`src/rtl/shift_unit_arbiter.sv`:
```
// shift_unit_arbiter
//   Shares one external combinational 32-bit shifter between two requesters
//   (0 = integer pipe, 1 = aux/CSR path). A round-robin arbiter accepts one
//   request, registers its operands onto the shifter inputs, captures the
//   shifter output one cycle later and returns it with the requester's tag
//   over a valid/ready response channel. Only one operation is in flight.
//
// Ports
//   clk, rst_n                 clock, asynchronous active-low reset
//   req_valid/req_ready [2]    request handshake, bit i = requester i
//   req_a/hsel/shamt/tag       per-requester operands, requester i in slice i
//   sh_a/sh_hsel/sh_shamt      registered operands driven to the shifter
//   sh_h                       shifter result
//   rsp_valid/rsp_ready [2]    response handshake, one-hot on the owner
//   rsp_data/rsp_tag           result and echoed tag (qualify with rsp_valid)
//   busy                       high whenever an operation is in flight
//   op_count                   completed operations, wraps at 16 bits
module shift_unit_arbiter #(
  parameter int DATA_W  = 32,
  parameter int SHAMT_W = 5,
  parameter int TAG_W   = 4
) (
  input  logic                 clk,
  input  logic                 rst_n,
  input  logic [1:0]           req_valid,
  output logic [1:0]           req_ready,
  input  logic [2*DATA_W-1:0]  req_a,
  input  logic [3:0]           req_hsel,
  input  logic [2*SHAMT_W-1:0] req_shamt,
  input  logic [2*TAG_W-1:0]   req_tag,
  output logic [DATA_W-1:0]    sh_a,
  output logic [1:0]           sh_hsel,
  output logic [SHAMT_W-1:0]   sh_shamt,
  input  logic [DATA_W-1:0]    sh_h,
  output logic [1:0]           rsp_valid,
  input  logic [1:0]           rsp_ready,
  output logic [DATA_W-1:0]    rsp_data,
  output logic [TAG_W-1:0]     rsp_tag,
  output logic                 busy,
  output logic [15:0]          op_count
);

  typedef enum logic [1:0] {
    S_IDLE  = 2'd0,
    S_SHIFT = 2'd1,
    S_RESP  = 2'd2
  } state_t;

  state_t              state_q, state_d;
  logic                last_grant_q, last_grant_d;
  logic                gid_q, gid_d;
  logic [DATA_W-1:0]   op_a_q, op_a_d;
  logic [1:0]          op_hsel_q, op_hsel_d;
  logic [SHAMT_W-1:0]  op_shamt_q, op_shamt_d;
  logic [TAG_W-1:0]    op_tag_q, op_tag_d;
  logic [DATA_W-1:0]   result_q, result_d;
  logic [15:0]         op_count_q, op_count_d;

  logic                grant_vld;
  logic                grant_id;
  logic                idle;

  assign idle = (state_q == S_IDLE);

  // Round-robin pick: a lone requester wins outright; on contention the
  // requester that did not complete last goes first.
  always_comb begin
    grant_vld = 1'b0;
    grant_id  = 1'b0;
    case (req_valid)
      2'b01:   begin grant_vld = 1'b1; grant_id = 1'b0;          end
      2'b10:   begin grant_vld = 1'b1; grant_id = 1'b1;          end
      2'b11:   begin grant_vld = 1'b1; grant_id = ~last_grant_q; end
      default: begin grant_vld = 1'b0; grant_id = 1'b0;          end
    endcase
  end

  // Ready is offered only in IDLE and never looks at the response side.
  assign req_ready[0] = idle & grant_vld & ~grant_id;
  assign req_ready[1] = idle & grant_vld &  grant_id;

  always_comb begin
    state_d      = state_q;
    last_grant_d = last_grant_q;
    gid_d        = gid_q;
    op_a_d       = op_a_q;
    op_hsel_d    = op_hsel_q;
    op_shamt_d   = op_shamt_q;
    op_tag_d     = op_tag_q;
    result_d     = result_q;
    op_count_d   = op_count_q;
    case (state_q)
      S_IDLE: begin
        if (grant_vld) begin
          gid_d      = grant_id;
          op_a_d     = grant_id ? req_a[2*DATA_W-1:DATA_W]       : req_a[DATA_W-1:0];
          op_hsel_d  = grant_id ? req_hsel[3:2]                  : req_hsel[1:0];
          op_shamt_d = grant_id ? req_shamt[2*SHAMT_W-1:SHAMT_W] : req_shamt[SHAMT_W-1:0];
          op_tag_d   = grant_id ? req_tag[2*TAG_W-1:TAG_W]       : req_tag[TAG_W-1:0];
          state_d    = S_SHIFT;
        end
      end
      S_SHIFT: begin
        // Shifter inputs have been stable for a full cycle; take its output.
        result_d = sh_h;
        state_d  = S_RESP;
      end
      S_RESP: begin
        // Only the owner's ready completes the response.
        if (rsp_ready[gid_q]) begin
          last_grant_d = gid_q;
          op_count_d   = op_count_q + 16'd1;
          state_d      = S_IDLE;
        end
      end
      default: state_d = S_IDLE;
    endcase
  end

  always_ff @(posedge clk or negedge rst_n) begin
    if (!rst_n) begin
      state_q      <= S_IDLE;
      last_grant_q <= 1'b1;
      gid_q        <= 1'b0;
      op_a_q       <= '0;
      op_hsel_q    <= '0;
      op_shamt_q   <= '0;
      op_tag_q     <= '0;
      result_q     <= '0;
      op_count_q   <= '0;
    end else begin
      state_q      <= state_d;
      last_grant_q <= last_grant_d;
      gid_q        <= gid_d;
      op_a_q       <= op_a_d;
      op_hsel_q    <= op_hsel_d;
      op_shamt_q   <= op_shamt_d;
      op_tag_q     <= op_tag_d;
      result_q     <= result_d;
      op_count_q   <= op_count_d;
    end
  end

  // Shifter is fed only from the operand registers, so its inputs hold
  // steady through SHIFT and RESP regardless of what requesters do.
  assign sh_a     = op_a_q;
  assign sh_hsel  = op_hsel_q;
  assign sh_shamt = op_shamt_q;

  assign rsp_valid[0] = (state_q == S_RESP) & ~gid_q;
  assign rsp_valid[1] = (state_q == S_RESP) &  gid_q;
  assign rsp_data     = result_q;
  assign rsp_tag      = op_tag_q;
  assign busy         = ~idle;
  assign op_count     = op_count_q;

endmodule

```
`config.mk`:
```
export PLATFORM = sky130hd
export DESIGN_NAME = shift_unit_arbiter
export DESIGN_NICKNAME = d
export VERILOG_FILES = /design/src/rtl/shift_unit_arbiter.sv
export SDC_FILE = /design/constraint.sdc
export NUM_CORES = 1
export LEC_CHECK = 0
export ABC_CLOCK_PERIOD_IN_PS = 1500
export CORE_MARGIN = 1.5
export CORE_UTILIZATION = 36
export CTS_BUF_LIST = sky130_fd_sc_hd__clkbuf_8
export DETAILED_ROUTE_END_ITERATION = 8
export GPL_ROUTABILITY_DRIVEN = 0
export GPL_TIMING_DRIVEN = 0
export PLACE_DENSITY = 0.86
export SLEW_MARGIN = 20
export SYNTH_ARGS = -nofsm -noshare
export SYNTH_HDL_FRONTEND = slang
export SYNTH_SLANG_ARGS = --single-unit
```
`constraint.sdc`:
```
create_clock -name clk -period 1.5 [get_ports clk]
set_input_delay 0.225 -clock clk [delete_from_list [all_inputs] [get_ports clk]]
set_output_delay 0.225 -clock clk [all_outputs]
set_load 0.02 [all_outputs]
```
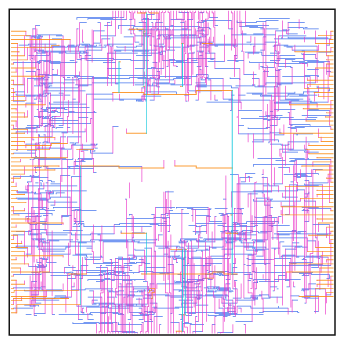
**Above:** signal wires by layer.
(3 px per micron)
- blue: metal 1 (wire length 4540 microns)
- cyan: metal 4 (wire length 254 microns)
- magenta: metal 2 (wire length 5670 microns)
- orange: metal 3 (wire length 1020 microns)
final WL: 11480 microns
wire per inst: 16.76 microns
total global-route track usage: 18.91%
DR vias: 3369

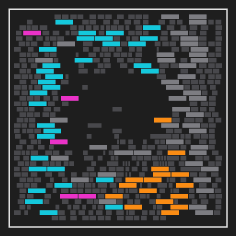
**Above:** sequential cells colored by netlist name.
(2 px per micron) Other sequential cells in the stronger gray, the rest of the logic in the fainter gray.
- magenta: sh_shamt (placed flops 5)
- orange: op_count (placed flops 16)
- cyan: sh_a (placed flops 32)

==> notes.md <==
run results: # clock sinks 95, mux frac, synth 9.348%, Switching Share 38.55%, Via-to-Cell Ratio 4.918, Worst R2R Setup Slack -0.13 ns, Iter 0 DRT Violations 102, clock power share 13.6%, stages on the worst setup path 4, Gate power share 51.4%, Crit. End Element primary output, Pins Over Slew Limit 0, Final ANT Viol Nets 0, initial antenna violation count 0, Log Warnings 28, dpl cells 655, aoi share 11.80%, largest net degree at the start of global routing 50, YS chip area 3975 sq um, first-pass GRT wire length 16930 microns, GRT overflow 0, syn nets 420, CP required 1.27 ns, Synth Register Bits 95, # fillers 858, crit-path max cell delay 0.55 ns, yosys simple share 12.18%, Critical Path Most Common Cell buf_6, CTS tree built, status finished with violations, final core occ 62.23%, DP Worst Slack -0.8932 ns, fmax 602.4 MHz, endpoints failing setup 43, Die Ht 108.1 microns, final instance area 6716 sq um, total of max-cap violations 0, io pins 220, # Cells Yosys 295, switching power 4.789 mW, Internal Power 7.633 mW, 1st-pass router iterations 4, P_seq 4.34 mW, post-synthesis adder-cell area fraction 0.3148%, P_comb 6.39 mW, failing checks negative setup slack, fin worst setup slack -0.1600 ns, comb area leader simple AND/OR/NAND/NOR gates, Commonest Layout Cell clkdlybuf4s50_1, WS Path Type reg -> out, layout net count 665, hold_ws 0.3757 ns, DRC 0, power per cell area 1850 nW/um^2, fin crit period 1.660 ns, critical path endpoint req_ready[0], dpl cell area 6371 sq um, CP Cell Sequence nand2b_4 > and3_4 > buf_6 > buf_6, cycle use final 110.7%, Die Size 11680 sq um, synthesized area 3975 sq um, vias in the first global route 3411, synthesized area per cell 13.47 sq um, n_diodes 0, DP Wirelength 8415 microns, Slew HR 69.22%, Final Hold Fails 0
## cell type report
| cell class | count | share of cell area, % |
|---|---|---|
| tap | 140 | 2.608 |
| timing repair buffer | 235 | 33.44 |
| clock inverter | 7 | 1.080 |
| inverter | 3 | 0.1677 |
| sequential | 95 | 35.43 |
| buffer | 17 | 2.347 |
| multi-input combinational | 179 | 23.08 |
| clock buffer | 9 | 1.844 |
## routing by layer
layer	GRT usage [%]	share of wire (%)	vias up
met4	7.519	2.2	0
met1	22.22	40	1614
met5	0	0	-
met2	31.83	49	174
met3	6.389	8.9	20
li1	-	-	1561
## synthesized netlist by cell type
library cell / number / area, sq um
dfrtp_1: 94 / 2352
a221o_1: 43 / 430.4
and2_0: 38 / 237.7
mux2_2: 33 / 371.6
xnor2_1: 12 / 105.1
nand2_1: 11 / 41.29
buf_2: 9 / 45.04
nor2_1: 6 / 22.52
buf_6: 5 / 56.30
and2_2: 4 / 30.03
clkbuf_1: 4 / 15.01
nand3_1: 4 / 20.02
nand4_1: 4 / 25.02
and2_1: 3 / 18.77
and3_1: 3 / 18.77
and4_1: 3 / 26.28
xor2_1: 3 / 26.28
inv_1: 2 / 7.510
nand2b_1: 2 / 12.51
a21o_1: 1 / 7.510
a21oi_2: 1 / 8.760
a22o_2: 1 / 10.01
and2b_1: 1 / 7.510
dfstp_2: 1 / 26.28
ha_1: 1 / 12.51
inv_2: 1 / 3.750
nor2_4: 1 / 11.26
nor3_1: 1 / 5.000
o21a_1: 1 / 7.510
o21ai_0: 1 / 5.000
or2b_1: 1 / 7.510
## timing repair
action	in CTS	in global routing
gates resized	129	70
cloned	0	3
hold buffers	1	0
endpoints found under the setup margin	150	73
pin swaps	1	5
hold endpoints to repair	48	0
buffers inserted	7	4
Power is estimated from default activity; no workload was simulated.
